**Run 1: the metal 1 layer**

Bar = 20 µm. Supply wires on this layer in gray. Cells faint in the background.
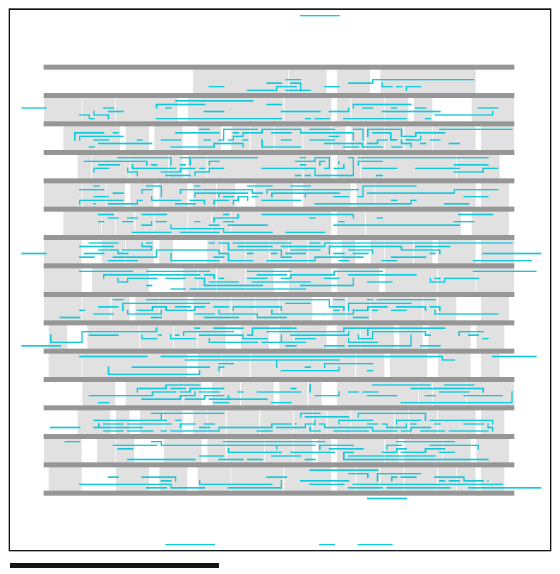
**Run 1: routed clock nets over the placement**

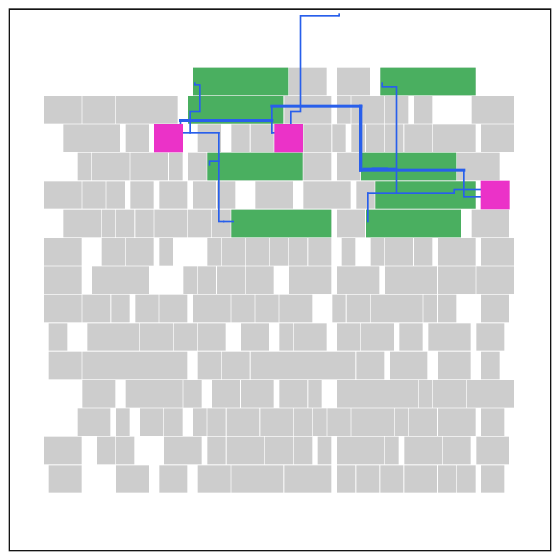
**Run 1: routed metal per tile**

Bar = 20 µm. The die is cut into 10 by 10 equal tiles; dark purple is low, yellow is high, scaled to the fullest tile. Values are wire area over tile area, all layers added.
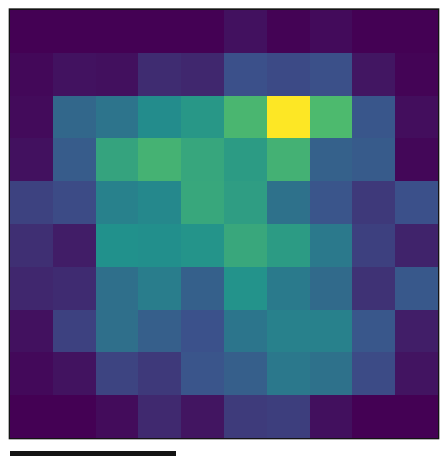
==> config.mk <==
export PLATFORM = sky130hd
export DESIGN_NAME = multicycle_control
export DESIGN_NICKNAME = d
export VERILOG_FILES = /design/src/rtl/multicycle_control_pkg.sv /design/src/rtl/multicycle_control_alu_decoder.sv /design/src/rtl/multicycle_control.sv
export SDC_FILE = /design/constraint.sdc
export NUM_CORES = 1
export LEC_CHECK = 0
export CAP_MARGIN = 10
export CORE_MARGIN = 3
export CORE_UTILIZATION = 47
export CTS_CLUSTER_SIZE = 8
export DETAILED_ROUTE_END_ITERATION = 12
export PLACE_DENSITY = 0.88
export SLEW_MARGIN = 20
export SYNTH_ARGS = -nofsm -noshare
export SYNTH_HDL_FRONTEND = slang
export SYNTH_SLANG_ARGS = --single-unit
==> constraint.sdc <==
create_clock -name clk -period 2.58 [get_ports clk]
set_input_delay 0.774 -clock clk [delete_from_list [all_inputs] [get_ports clk]]
set_output_delay 0.774 -clock clk [all_outputs]
set_load 0.01 [all_outputs]
==> src/rtl/multicycle_control_pkg.sv <==
// Shared encodings for the multicycle MIPS controller:
// states, opcodes, funct codes, ALU ops and mux selects.
package multicycle_control_pkg;

    typedef enum logic [3:0] {
        S_FETCH  = 4'd0,
        S_DECODE = 4'd1,
        S_MEMADR = 4'd2,
        S_MEMRD  = 4'd3,
        S_MEMWB  = 4'd4,
        S_MEMWR  = 4'd5,
        S_RTEX   = 4'd6,
        S_ALUWB  = 4'd7,
        S_BRANCH = 4'd8,
        S_ADDIEX = 4'd9,
        S_ADDIWB = 4'd10,
        S_JUMP   = 4'd11,
        S_FAULT  = 4'd15
    } state_e;

    localparam logic [5:0] OP_RTYPE = 6'b000000;
    localparam logic [5:0] OP_LW    = 6'b100011;
    localparam logic [5:0] OP_SW    = 6'b101011;
    localparam logic [5:0] OP_BEQ   = 6'b000100;
    localparam logic [5:0] OP_BNE   = 6'b000101;
    localparam logic [5:0] OP_ADDI  = 6'b001000;
    localparam logic [5:0] OP_J     = 6'b000010;

    localparam logic [5:0] FN_ADD = 6'b100000;
    localparam logic [5:0] FN_SUB = 6'b100010;
    localparam logic [5:0] FN_AND = 6'b100100;
    localparam logic [5:0] FN_OR  = 6'b100101;
    localparam logic [5:0] FN_SLT = 6'b101010;

    localparam logic [2:0] ALU_AND = 3'b000;
    localparam logic [2:0] ALU_OR  = 3'b001;
    localparam logic [2:0] ALU_ADD = 3'b010;
    localparam logic [2:0] ALU_SUB = 3'b110;
    localparam logic [2:0] ALU_SLT = 3'b111;

    localparam logic [1:0] PC_ALU    = 2'b00;
    localparam logic [1:0] PC_ALUOUT = 2'b01;
    localparam logic [1:0] PC_JUMP   = 2'b10;

    localparam logic [1:0] SRCB_REG    = 2'b00;
    localparam logic [1:0] SRCB_FOUR   = 2'b01;
    localparam logic [1:0] SRCB_IMM    = 2'b10;
    localparam logic [1:0] SRCB_IMM_SH = 2'b11;

    // States that wait on the shared memory handshake
    function automatic logic is_mem_state(state_e s);
        return (s == S_FETCH) || (s == S_MEMRD) || (s == S_MEMWR);
    endfunction

endpackage

==> src/rtl/multicycle_control_alu_decoder.sv <==
// R-type funct to ALU operation decode, with a
// flag that marks unsupported funct codes.
module alu_decoder
    import multicycle_control_pkg::*;
(
    input  logic [5:0] funct_i,
    output logic [2:0] alu_control_o,
    output logic       funct_valid_o
);

    always_comb begin
        alu_control_o = ALU_AND;
        funct_valid_o = 1'b1;
        case (funct_i)
            FN_ADD:  alu_control_o = ALU_ADD;
            FN_SUB:  alu_control_o = ALU_SUB;
            FN_AND:  alu_control_o = ALU_AND;
            FN_OR:   alu_control_o = ALU_OR;
            FN_SLT:  alu_control_o = ALU_SLT;
            default: funct_valid_o = 1'b0;
        endcase
    end

endmodule

==> src/rtl/multicycle_control.sv <==
// Multicycle MIPS sequencing FSM with a memory
// handshake watchdog; outputs decode from state.
module multicycle_control
    import multicycle_control_pkg::*;
#(
    parameter int MEM_TIMEOUT = 15,
    parameter int TO_W        = 4
) (
    input  logic       clk,
    input  logic       rst_n,
    input  logic [5:0] opcode,
    input  logic [5:0] funct,
    input  logic       zero,
    input  logic       mem_ready,
    output logic       mem_req,
    output logic       mem_write,
    output logic       iord,
    output logic       ir_write,
    output logic       pc_en,
    output logic [1:0] pc_src,
    output logic       alu_src_a,
    output logic [1:0] alu_src_b,
    output logic [2:0] alu_control,
    output logic       reg_dst,
    output logic       mem_to_reg,
    output logic       reg_write,
    output logic       instr_retired,
    output logic       fault,
    output logic [3:0] state_dbg
);

    state_e            state_q, state_d;
    logic [TO_W-1:0]   to_q, to_d;
    logic [2:0]        rt_alu;
    logic              funct_ok;
    logic              waiting;
    logic              timed_out;

    alu_decoder u_alu_dec (
        .funct_i       (funct),
        .alu_control_o (rt_alu),
        .funct_valid_o (funct_ok)
    );

    assign waiting   = is_mem_state(state_q) && !mem_ready;
    assign timed_out = waiting && (to_q == TO_W'(MEM_TIMEOUT));

    always_comb begin
        state_d = state_q;
        unique case (state_q)
            S_FETCH:  if (mem_ready) state_d = S_DECODE;
            S_DECODE: begin
                case (opcode)
                    OP_RTYPE:       state_d = S_RTEX;
                    OP_LW, OP_SW:   state_d = S_MEMADR;
                    OP_BEQ, OP_BNE: state_d = S_BRANCH;
                    OP_ADDI:        state_d = S_ADDIEX;
                    OP_J:           state_d = S_JUMP;
                    default:        state_d = S_FAULT;
                endcase
            end
            S_MEMADR: state_d = (opcode == OP_SW) ? S_MEMWR : S_MEMRD;
            S_MEMRD:  if (mem_ready) state_d = S_MEMWB;
            S_MEMWR:  if (mem_ready) state_d = S_FETCH;
            S_RTEX:   state_d = funct_ok ? S_ALUWB : S_FAULT;
            S_ADDIEX: state_d = S_ADDIWB;
            S_MEMWB, S_ALUWB, S_BRANCH,
            S_ADDIWB, S_JUMP: state_d = S_FETCH;
            S_FAULT:  state_d = S_FAULT;
            default:  state_d = S_FAULT;
        endcase
        if (timed_out) state_d = S_FAULT;
    end

    always_comb begin
        if (state_d != state_q) to_d = '0;
        else if (waiting)       to_d = to_q + TO_W'(1);
        else                    to_d = to_q;
    end

    always_ff @(posedge clk or negedge rst_n) begin
        if (!rst_n) begin
            state_q <= S_FETCH;
            to_q    <= '0;
        end else begin
            state_q <= state_d;
            to_q    <= to_d;
        end
    end

    // Everything is held low during reset, even though state is FETCH
    always_comb begin
        mem_req       = 1'b0;
        mem_write     = 1'b0;
        iord          = 1'b0;
        ir_write      = 1'b0;
        pc_en         = 1'b0;
        pc_src        = PC_ALU;
        alu_src_a     = 1'b0;
        alu_src_b     = SRCB_REG;
        alu_control   = ALU_AND;
        reg_dst       = 1'b0;
        mem_to_reg    = 1'b0;
        reg_write     = 1'b0;
        instr_retired = 1'b0;
        fault         = 1'b0;
        if (rst_n) begin
            unique case (state_q)
                S_FETCH: begin
                    mem_req     = 1'b1;
                    alu_src_b   = SRCB_FOUR;
                    alu_control = ALU_ADD;
                    ir_write    = mem_ready;
                    pc_en       = mem_ready;
                end
                S_DECODE: begin
                    alu_src_b   = SRCB_IMM_SH;
                    alu_control = ALU_ADD;
                end
                S_MEMADR, S_ADDIEX: begin
                    alu_src_a   = 1'b1;
                    alu_src_b   = SRCB_IMM;
                    alu_control = ALU_ADD;
                end
                S_MEMRD: begin
                    mem_req = 1'b1;
                    iord    = 1'b1;
                end
                S_MEMWB: begin
                    reg_write     = 1'b1;
                    mem_to_reg    = 1'b1;
                    instr_retired = 1'b1;
                end
                S_MEMWR: begin
                    mem_req       = 1'b1;
                    mem_write     = 1'b1;
                    iord          = 1'b1;
                    instr_retired = mem_ready;
                end
                S_RTEX: begin
                    alu_src_a   = 1'b1;
                    alu_control = rt_alu;
                end
                S_ALUWB: begin
                    reg_write     = 1'b1;
                    reg_dst       = 1'b1;
                    instr_retired = 1'b1;
                end
                S_BRANCH: begin
                    alu_src_a     = 1'b1;
                    alu_control   = ALU_SUB;
                    pc_src        = PC_ALUOUT;
                    pc_en         = zero ^ opcode[0];
                    instr_retired = 1'b1;
                end
                S_ADDIWB: begin
                    reg_write     = 1'b1;
                    instr_retired = 1'b1;
                end
                S_JUMP: begin
                    pc_src        = PC_JUMP;
                    pc_en         = 1'b1;
                    instr_retired = 1'b1;
                end
                S_FAULT: fault = 1'b1;
                default: fault = 1'b1;
            endcase
        end
    end

    assign state_dbg = state_q;

endmodule

==> impl_metrics.ini, run 1 <==
; synthesis and place-and-route metrics
[floorplan]
fp_util_pct = 53.4
core_area_mm2 = 0.00184
tapcell.inserted = 25
die_area_mm2 = 0.00267

[critical_path]
regToRegStartpoint = state_dbg[2]
path_depth = 6
cp-start-kind = input port
arrival_ns = 1.75
rrSetupSlack_ns = 0.67
worstSetupEndpointType = output port

[logic_synthesis]
synthMostInstantiatedCell = nor2_1
synth_area_um2 = 982
synthesis.nets = 145
yosysTopAreaCell = dfrtp_1
yosysWarnings = 0
topCellsByArea = dfrtp_1 20%, nor2_1 6.5%, a21oi_1 4.6%, nand2_1 3.8%, nor2b_1 3.8%

[layout]
nClkBuffers = 3
comb_cells = 111
regArea_um2 = 203
clkCellAreaFrac_pct = 1.43
buffers = 58
largest_class = multi-input combinational cells
final_cell_mix = 17 x buf_4, 12 x nor2_1, 12 x clkdlybuf4s50_1
seq_share_pct = 12.9
area_delta_synth_final_pct = 60.5
drive_above_1_share_pct = 35.0

[placed_design]
dp.cells = 199
post_dp_cell_area_mm2 = 0.00147
port-buffer-count = 37
post-place-ws_ns = -0.811

[route]
wl_met2_um = 1730
wl_um = 3480
routed-wl-met3_um = 263
firstDrtPassIters = 4

[flow_run]
maxCapViolations = 0
warnings = 26

[clocking]
cts.path.max_buffers = 2
clock_sinks = 8
ctsHtreeMaxLevel = 1
clkTransAtPathRegs_ns = 0.05

[power_and_ir_drop]
p_leak_nw = 0.694
powerDensity_mw_per_mm2 = 959
max-vdd-ir-drop_uv = 691

[final_timing]
fmax_mhz = 396
fin_ws_ns = 0.0554
maxSlewViolCount = 0
layout_min_cycle_time_ns = 2.52

[global_route]
grt_max_degree = 18
use_met3_pct = 6.88
grt_usage_pct = 28.6
grt.busiest_layer = met2
met2_usage_pct = 47.7

[hold_path]
min_path_type = input port to async pin

[status]
outcome = completed
About 'the metal 1 layer':
nets with wire on the layer: 179
share of all routed wire: 41%
longest straight run: 26.9 µm
wire length on this layer: 1430 µm

About 'routed clock nets over the placement':
[green] flip-flops | count: 8
[blue] clock wires | length: 116 µm
[magenta] clock drivers | count: 3
routed clock nets: 4
clk ins delay skew pair: 0.26 ns
P_clk: 0.0000984 W

About 'routed metal per tile':
densest ninth of the die: center
fullest tile: 0.84
tiles over half the peak: 16%
mean over tiles: 0.21
nearly empty tiles: 14%

## run 1: report_power, final
| group | leakage, nW | internal [W] | switching (W) | total (W) |
|---|---|---|---|---|
| sequential | 0.102 | 0.000165 | 0.0000647 | 0.000230 |
| clock | 0.0138 | 0.0000534 | 0.0000451 | 0.0000984 |
| combinational | 0.579 | 0.000550 | 0.000634 | 0.00118 |
## run 1: registers in the layout, indices dropped and copies added, names as in the netlist
signal,flops
to_q,4
state_dbg,4
## run 1: cells by family (layout without fill, tap and decap cells)
logic type               after synthesis  after routing  synth area share [%]
multiplexers                           2              2                  2.04
XOR/XNOR                               6              6                  6.12
adder cells (fa/ha/maj)                1              1                  1.27
AND-OR/OR-AND                         30             30                  22.3
AND/OR/NAND/NOR                       72             72                  43.2
flip-flops                             8              8                  20.4
buffers and inverters                  9             61                  4.71
==> run 2: changes to the inputs <==
--- a/config.mk
+++ b/config.mk
@@ -11,6 +11,7 @@
 export CTS_CLUSTER_SIZE = 8
 export DETAILED_ROUTE_END_ITERATION = 12
 export PLACE_DENSITY = 0.88
+export SKIP_CTS_REPAIR_TIMING = 1
 export SLEW_MARGIN = 20
 export SYNTH_ARGS = -nofsm -noshare
 export SYNTH_HDL_FRONTEND = slang
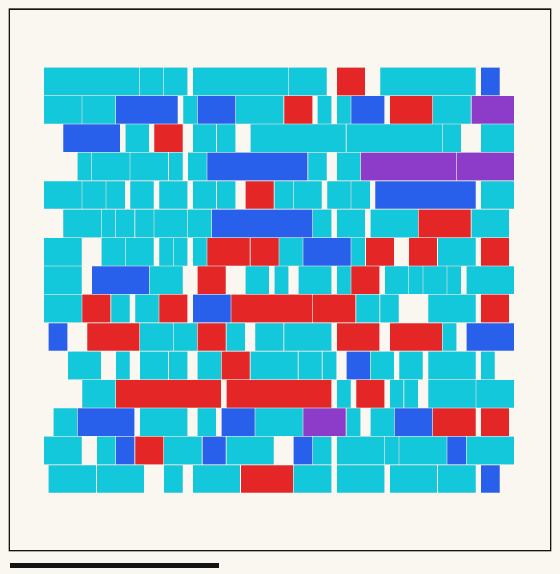
**Above:** run 2 (sizing map).
Bar = 20 µm.
| color | size | cells | share | most used |
|---|---|---|---|---|
| purple | _6 and larger | 4 | 2.2% | buf_6 |
| blue | _2 cells | 22 | 12% | buf_2 |
| red | _3 and _4 cells | 30 | 17% | buf_4 |
| cyan | _0 and _1 cells | 122 | 69% | dlymetal6s2s_1 |
Layout area overhead: 69.0%
final instance area: 0.00166 mm²

==> run 2 against run 1 <==
  * Wire length increased by 19%
  * Setup slack got worse by 0.031 ns
  * Register-to-register slack got worse by 0.11 ns
  * Non-clock buffer count fell by 2
  * Combinational power up 7%
  * Critical path depth down 1
  * Total power is 5.6% higher
  * Clock skew barely moved
  * Via count is 10% higher
  * Sequential cell count is the same
  * Maximum frequency is 1.2% lower
  * Cell count decreased by 0.98%
  * Largest cell class unchanged
  * Highest routed layer unchanged
==> impl_metrics.ini, run 2 <==
; synthesis and place-and-route metrics
[critical_path]
regToRegStartpoint = state_dbg[2]
rrSetupSlack_ns = 0.56
arrival_ns = 1.78
cp-start-kind = register
required_ns = 1.81
worstSetupEndpointType = output port
cp-endpoint = alu_src_a

[power_and_ir_drop]
pg_comb_w = 0.00126
power.group.top = combinational logic
switching_share_pct = 50.6
p_int_w = 0.000789
p_leak_nw = 0.875
sequentialPower_w = 0.000238
clkPwrFrac_pct = 6.5
switching_power_w = 0.000808
power_clock_w = 0.000103
powerDensity_mw_per_mm2 = 962
max-vdd-ir-drop_uv = 623
power_frac_comb_pct = 78.6
p_seq_share_pct = 14.9

[clocking]
ctsHtreeMaxLevel = 1
cts.path.max_buffers = 2
clock_sinks = 8
clkTransAtPathRegs_ns = 0.06
clkLatencyLatePin_ns = 0.27
root_buffer = clkbuf_4

[layout]
regArea_um2 = 204
comb_area_share_pct = 50.7
flop-count = 8
seq_share_pct = 12.3
nonClockInverterCount = 0
comb_cells = 111
largest_class = multi-input combinational cells
buffers = 56
drive_above_1_share_pct = 31.5
nClkBuffers = 3
clkCellAreaFrac_pct = 1.36
final_cell_mix = 18 x dlymetal6s2s_1, 15 x buf_4, 13 x nor2_1, 13 x clkdlybuf4s50_1, 10 x nand2_1

[route]
routed-wl-met3_um = 496
wl_um = 4140
wl_met2_um = 1880
firstDrtPassIters = 5
routedWlPerCell_um = 20.4

[final_timing]
setup_viol = 0
layout_min_cycle_time_ns = 2.56
fin_ws_ns = 0.0245
fmax_mhz = 391
setup-tns-final_ns = 0
maxSlewViolCount = 0

[logic_synthesis]
yosysWarnings = 0
topCellsByArea = dfrtp_1 20%, nor2_1 6.5%, a21oi_1 4.6%, nand2_1 3.8%, nor2b_1 3.8%
ys_seq_share_pct = 20.4
synthCells = 128
synthTopCellsByCount = 17 x nor2_1, 10 x nand2_1, 9 x a21oi_1
synthMostInstantiatedCell = nor2_1
synthesis.nets = 145
synth_area_um2 = 982
yosysTopAreaCell = dfrtp_1

[floorplan]
fp_util_pct = 53.4
die_area_mm2 = 0.00267
tapcell.inserted = 25
core_area_mm2 = 0.00184

[global_route]
grt.busiest_layer = met2
grt_usage_pct = 25.5
use_met3_pct = 5.73
met2_usage_pct = 43.0
grt_pass1_wl_um = 5290
grt_max_degree = 21

[flow_run]
warnings = 26
maxCapViolations = 0

[status]
outcome = completed

[placed_design]
dp.cells = 199
post_dp_cell_area_mm2 = 0.00147
post-place-ws_ns = -0.811
port-buffer-count = 37

[hold_path]
min_path_type = input port to async pin
[run 2: cell counts after synthesis]
Identical to the previous run, type by type.
[run 2: worst max-delay path, delay by kind of cell, from the launching register on]
| kind | cells | cell delay, ns |
|---|---|---|
| AND/OR/NAND/NOR | 2 | 0.27 |
| AND-OR/OR-AND | 1 | 0.12 |
| flip-flops | 1 | 0.39 |
| buffers and inverters | 2 | 0.71 |
[run 2: cell families after synthesis]
logic type / Yosys count / share of synthesized area, %
and+or+nand+nor: 72 / 43.2
DFF: 8 / 20.4
buffers and inverters: 9 / 4.71
AOI/OAI and AO/OA: 30 / 22.3
muxes: 2 / 2.04
xor gates and xnor gates: 6 / 6.12
adders and majority gates: 1 / 1.27
Power and IR drop assume default switching activity.
